===== config.mk =====
export PLATFORM = sky130hd
export DESIGN_NAME = pq_cmd_scheduler
export DESIGN_NICKNAME = d
export VERILOG_FILES = /design/src/rtl/pq_cmd_scheduler.sv
export SDC_FILE = /design/constraint.sdc
export NUM_CORES = 1
export LEC_CHECK = 0
export CELL_PAD_IN_SITES_DETAIL_PLACEMENT = 0
export CELL_PAD_IN_SITES_GLOBAL_PLACEMENT = 1
export CORE_ASPECT_RATIO = 0.9
export CORE_MARGIN = 2
export CORE_UTILIZATION = 30
export CTS_BUF_LIST = sky130_fd_sc_hd__clkbuf_4
export CTS_CLUSTER_SIZE = 14
export DETAILED_ROUTE_END_ITERATION = 8
export PLACE_DENSITY = 0.79
export SLEW_MARGIN = 20
export SYNTH_ARGS = -nofsm -noshare
export SYNTH_HDL_FRONTEND = slang
export SYNTH_SLANG_ARGS = --single-unit

===== constraint.sdc =====
create_clock -name CLK -period 2.8 [get_ports CLK]
set_input_delay 0.28 -clock CLK [delete_from_list [all_inputs] [get_ports CLK]]
set_output_delay 0.28 -clock CLK [all_outputs]
set_load 0.02 [all_outputs]

===== src/rtl/pq_cmd_scheduler.sv =====
// Round-robin push/pop/replace scheduler in front of the BRAM-heap priority queue.
// One registered command pulse per ISSUE_GAP+2 cycles; occupancy tracked locally.
module pq_cmd_scheduler #(
  parameter int NUM_REQ    = 4,
  parameter int DATA_WIDTH = 16,
  parameter int QUEUE_SIZE = 7,
  parameter int ISSUE_GAP  = 4,
  localparam int IDW = (NUM_REQ > 1) ? $clog2(NUM_REQ) : 1,
  localparam int CW  = $clog2(QUEUE_SIZE + 1)
) (
  input  logic                          CLK,
  input  logic                          RSTn,
  input  logic [NUM_REQ-1:0]            req_valid,
  input  logic [2*NUM_REQ-1:0]          req_op,
  input  logic [NUM_REQ*DATA_WIDTH-1:0] req_data,
  output logic [NUM_REQ-1:0]            req_ready,
  output logic                          resp_valid,
  output logic [IDW-1:0]                resp_id,
  output logic [DATA_WIDTH-1:0]         resp_data,
  output logic                          pq_wrt,
  output logic                          pq_read,
  output logic [DATA_WIDTH-1:0]         pq_data,
  input  logic                          pq_full,
  input  logic                          pq_empty,
  input  logic [DATA_WIDTH-1:0]         pq_odata,
  output logic [CW-1:0]                 count,
  output logic                          busy,
  output logic                          err_sync
);

  localparam int SW = IDW + 1;
  localparam int GW = $clog2(ISSUE_GAP + 1);
  localparam logic [CW-1:0] QS_C   = CW'(QUEUE_SIZE);
  localparam logic [GW-1:0] GAP_LD = GW'(ISSUE_GAP - 1);
  localparam logic [1:0] OP_NOP  = 2'b00;
  localparam logic [1:0] OP_PUSH = 2'b01;
  localparam logic [1:0] OP_POP  = 2'b10;

  typedef enum logic [1:0] {S_IDLE, S_ISSUE, S_GAP} state_t;

  state_t                 state_q, state_d;
  logic [IDW-1:0]         rr_q, rr_d;
  logic [IDW-1:0]         g_q, g_d;
  logic [1:0]             op_q, op_d;
  logic [GW-1:0]          gap_q, gap_d;
  logic [CW-1:0]          count_q, count_d;
  logic [NUM_REQ-1:0]     req_ready_q, req_ready_d;
  logic                   pq_wrt_q, pq_wrt_d;
  logic                   pq_read_q, pq_read_d;
  logic [DATA_WIDTH-1:0]  pq_data_q, pq_data_d;
  logic                   resp_valid_q, resp_valid_d;
  logic [IDW-1:0]         resp_id_q, resp_id_d;
  logic [DATA_WIDTH-1:0]  resp_data_q, resp_data_d;
  logic                   busy_q, busy_d;
  logic                   err_q, err_d;

  logic [1:0]             op_arr   [NUM_REQ];
  logic [DATA_WIDTH-1:0]  data_arr [NUM_REQ];

  for (genvar k = 0; k < NUM_REQ; k++) begin : g_unpack
    assign op_arr[k]   = req_op[2*k +: 2];
    assign data_arr[k] = req_data[k*DATA_WIDTH +: DATA_WIDTH];
  end

  logic                   found;
  logic [IDW-1:0]         gidx;
  logic [1:0]             sel_op;
  logic [DATA_WIDTH-1:0]  sel_data;
  logic [SW-1:0]          sum;
  logic [IDW-1:0]         idx;
  logic                   elig;

  // First eligible requester searching upward from rr, wrapping at NUM_REQ.
  always_comb begin
    found    = 1'b0;
    gidx     = '0;
    sel_op   = OP_NOP;
    sel_data = '0;
    sum      = '0;
    idx      = '0;
    elig     = 1'b0;
    for (int i = 0; i < NUM_REQ; i++) begin
      sum = {1'b0, rr_q} + SW'(i);
      if (sum >= SW'(NUM_REQ)) sum = sum - SW'(NUM_REQ);
      idx = sum[IDW-1:0];
      case (op_arr[idx])
        OP_NOP:  elig = req_valid[idx];
        OP_PUSH: elig = req_valid[idx] && (count_q < QS_C);
        default: elig = req_valid[idx] && (count_q != '0);
      endcase
      if (!found && elig) begin
        found    = 1'b1;
        gidx     = idx;
        sel_op   = op_arr[idx];
        sel_data = data_arr[idx];
      end
    end
  end

  always_comb begin
    state_d      = state_q;
    rr_d         = rr_q;
    g_d          = g_q;
    op_d         = op_q;
    gap_d        = gap_q;
    count_d      = count_q;
    req_ready_d  = '0;
    pq_wrt_d     = 1'b0;
    pq_read_d    = 1'b0;
    pq_data_d    = '0;
    resp_valid_d = 1'b0;
    resp_id_d    = resp_id_q;
    resp_data_d  = resp_data_q;
    err_d        = err_q;
    case (state_q)
      S_IDLE: begin
        if (((count_q == '0) != pq_empty) || ((count_q == QS_C) != pq_full)) err_d = 1'b1;
        if (found) begin
          state_d           = S_ISSUE;
          g_d               = gidx;
          op_d              = sel_op;
          rr_d              = (gidx == IDW'(NUM_REQ - 1)) ? '0 : gidx + 1'b1;
          req_ready_d[gidx] = 1'b1;
          // op bit 0 drives the write strobe, bit 1 the read strobe.
          pq_wrt_d          = sel_op[0];
          pq_read_d         = sel_op[1];
          pq_data_d         = sel_op[0] ? sel_data : '0;
        end
      end
      S_ISSUE: begin
        state_d = S_GAP;
        gap_d   = GAP_LD;
        if (op_q[1]) begin
          resp_valid_d = 1'b1;
          resp_id_d    = g_q;
          resp_data_d  = pq_odata;
        end
        if (op_q == OP_PUSH)     count_d = count_q + 1'b1;
        else if (op_q == OP_POP) count_d = count_q - 1'b1;
      end
      S_GAP: begin
        if (gap_q == '0) state_d = S_IDLE;
        else             gap_d   = gap_q - 1'b1;
      end
      default: state_d = S_IDLE;
    endcase
    busy_d = (state_d != S_IDLE);
  end

  always_ff @(posedge CLK or negedge RSTn) begin
    if (!RSTn) begin
      state_q      <= S_IDLE;
      rr_q         <= '0;
      g_q          <= '0;
      op_q         <= OP_NOP;
      gap_q        <= '0;
      count_q      <= '0;
      req_ready_q  <= '0;
      pq_wrt_q     <= 1'b0;
      pq_read_q    <= 1'b0;
      pq_data_q    <= '0;
      resp_valid_q <= 1'b0;
      resp_id_q    <= '0;
      resp_data_q  <= '0;
      busy_q       <= 1'b0;
      err_q        <= 1'b0;
    end else begin
      state_q      <= state_d;
      rr_q         <= rr_d;
      g_q          <= g_d;
      op_q         <= op_d;
      gap_q        <= gap_d;
      count_q      <= count_d;
      req_ready_q  <= req_ready_d;
      pq_wrt_q     <= pq_wrt_d;
      pq_read_q    <= pq_read_d;
      pq_data_q    <= pq_data_d;
      resp_valid_q <= resp_valid_d;
      resp_id_q    <= resp_id_d;
      resp_data_q  <= resp_data_d;
      busy_q       <= busy_d;
      err_q        <= err_d;
    end
  end

  assign req_ready  = req_ready_q;
  assign pq_wrt     = pq_wrt_q;
  assign pq_read    = pq_read_q;
  assign pq_data    = pq_data_q;
  assign resp_valid = resp_valid_q;
  assign resp_id    = resp_id_q;
  assign resp_data  = resp_data_q;
  assign count      = count_q;
  assign busy       = busy_q;
  assign err_sync   = err_q;

endmodule


==> job_summary.md, run 1 <==
### Flow metrics

| Metric | Value |
|---|---|
| Status | `finished with violations` |
| Failing checks | `negative hold slack` |
| P&R area growth vs syn | `52.1%` |
| Post-synthesis async set-or-reset flop share | `1.00` |
| Met3 WL | `907 um` |
| CTS tree | `built` |
| CTS buffer count | `9` |
| Final hold vios | `1` |
| Worst Setup EP | `pq_data[11]$_DFF_PN0_` |
| Synthesized registers | `57` |
| Crit path launch type | `register` |
| Worst R2R End | `pq_data[11]$_DFF_PN0_` |
| Setup Skew | `0.00798 ns` |
| Crit-path cells | `or3b_2 > a21oi_4 > nor3_4 > or4_4 > or3_4 > buf_6 > o32ai_2` |
| Clk network pwr share | `0.091` |
| OpenROAD warning count | `33` |
| Buffering overhead | `0.276` |
| Least-Margin Pin Slew | `0.777 ns` |
| Critical path origin | `rr_q[1]$_DFFE_PN0P_` |
| Worst hold margin | `-0.00157 ns` |
| Peak supply drop | `0.000695 V` |
| Int Power | `4.87 mW` |
| Clk power | `809 uW` |
| Data arrival time of the worst path | `3.08 ns` |
| Routed wl met2 | `7760 um` |
| Crit share post-route | `0.983` |
| Hold buffer count at CTS | `0` |
| M1 WL | `6710 um` |
| Post-route cell area | `0.00730 sq mm` |
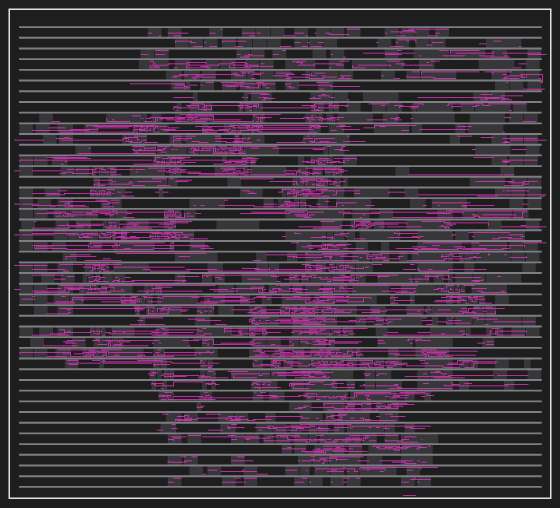
run_1/met1.png
Supply wires on this layer in grey.
nets with wire on the layer = 714
main direction = horizontal
longest straight run = 36.3 um
share of all routed wire = 43%
Vias: 4,829
met1 GRT Util: 0.222
total wire length: 15,500 um

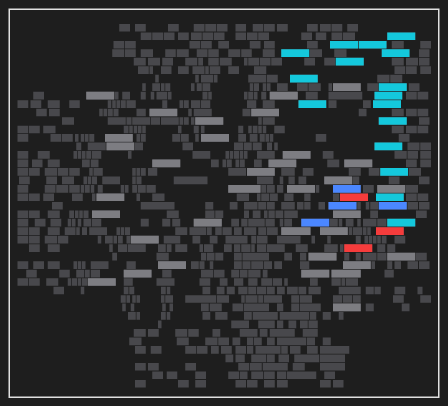
run_1/registers.png
Other sequential cells in the stronger grey, the rest of the logic in the fainter grey.
cyan -> `resp_data`  # flops 16, where upper right
red -> `gap_q`  # flops 3
blue -> `req_ready`  # flops 4, where middle right
not coloured = 34

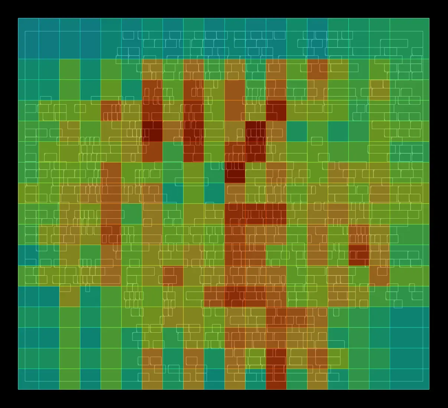
run_1/final_congestion.png
Final Core Density: 0.470
met3 global-route usage: 0.0379
WL per Instance: 17.0 um
layer carrying the most global-route usage: met2

==> run 1 -> run 2 <==
ABC_CLOCK_PERIOD_IN_PS = 2800   (was default)
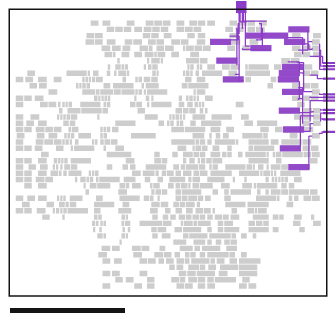
run_2/port_nets.png
Bar = 50 um.
purple -> `resp_data`  # bits 16, direction output, end cells 16, buffers 16, wire 367 um
I/O pin count: 142
input/output buffers: 141

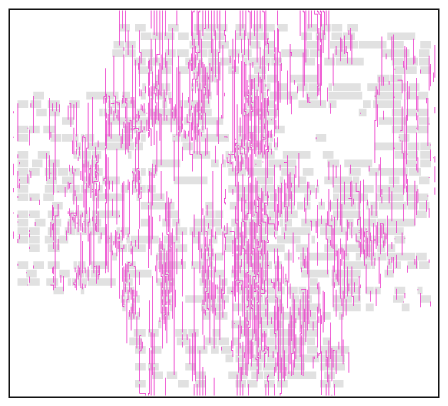
run_2/met2.png
nets with wire on the layer = 706
share of all routed wire = 50%
wire length on this layer = 7,760 um
longest straight run = 49.0 um

==> run 2 against run 1 <==
The flow still finishes with violations (negative hold slack). Sequential share of layout area is the same. Maximum frequency is the same. Cell count is the same. Largest cell class unchanged. Critical path depth is the same. Largest power group unchanged. Critical path type unchanged. Global-route usage is the same.
==> job_summary.md, run 2 <==
### Flow metrics

| Metric | Value |
|---|---|
| P&R area growth vs syn | `52.1%` |
| Met3 global-route usage | `0.0379` |
| Peak supply drop | `0.000695 V` |
| Total wire length | `15,500 um` |
| Hold buffer count at CTS | `0` |
| Met1 GRT Util | `0.222` |
| Status | `finished with violations` |
| Crit-path cells | `or3b_2 > a21oi_4 > nor3_4 > or4_4 > or3_4 > buf_6 > o32ai_2` |
| Top FF cell, synth | `dfrtp_1` |
| Worst hold margin | `-0.00157 ns` |
| CTS buffer count | `9` |
| Inst Count DP | `882` |
| Final hold vios | `1` |
| Post-route cell area | `0.00730 sq mm` |
| Critical path origin | `rr_q[1]$_DFFE_PN0P_` |
| Peak Freq | `363 MHz` |
| Clk network pwr share | `0.091` |
| Buffering overhead | `0.276` |
| OpenROAD warning count | `33` |
| M1 WL | `6710 um` |
| Worst Setup EP | `pq_data[11]$_DFF_PN0_` |
| Routed wl met2 | `7760 um` |
| Layer carrying the most global-route usage | `met2` |
| Least-Margin Pin Slew | `0.777 ns` |
| Worst R2R End | `pq_data[11]$_DFF_PN0_` |
| Vias | `4,829` |
| Crit share post-route | `0.983` |
| Pwr Density | `1220 mW/mm^2` |
| Clk power | `809 uW` |
| Dpl hpwl | `11,100 um` |
| Setup Skew | `0.00798 ns` |
| Int Power | `4.87 mW` |
| WL per Instance | `17.0 um` |
| Crit path launch type | `register` |
| Failing checks | `negative hold slack` |
| Met3 WL | `907 um` |
| Yosys Warn Count | `0` |
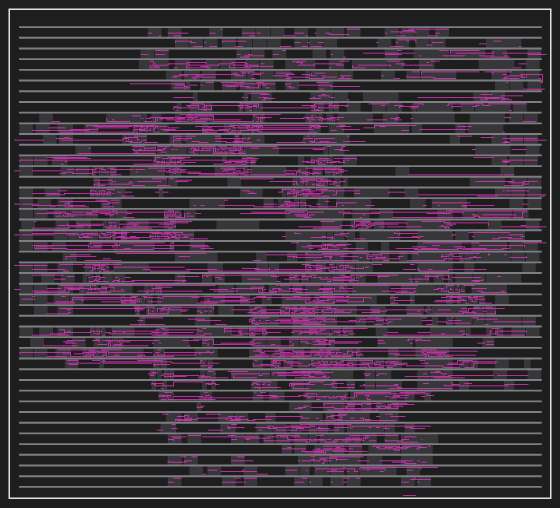
run_2/met1.png
Supply wires on this layer in grey.
wire length on this layer = 6,710 um
main direction = horizontal
share of all routed wire = 43%

No activity file was given, so power comes from the tool's default toggle rates.
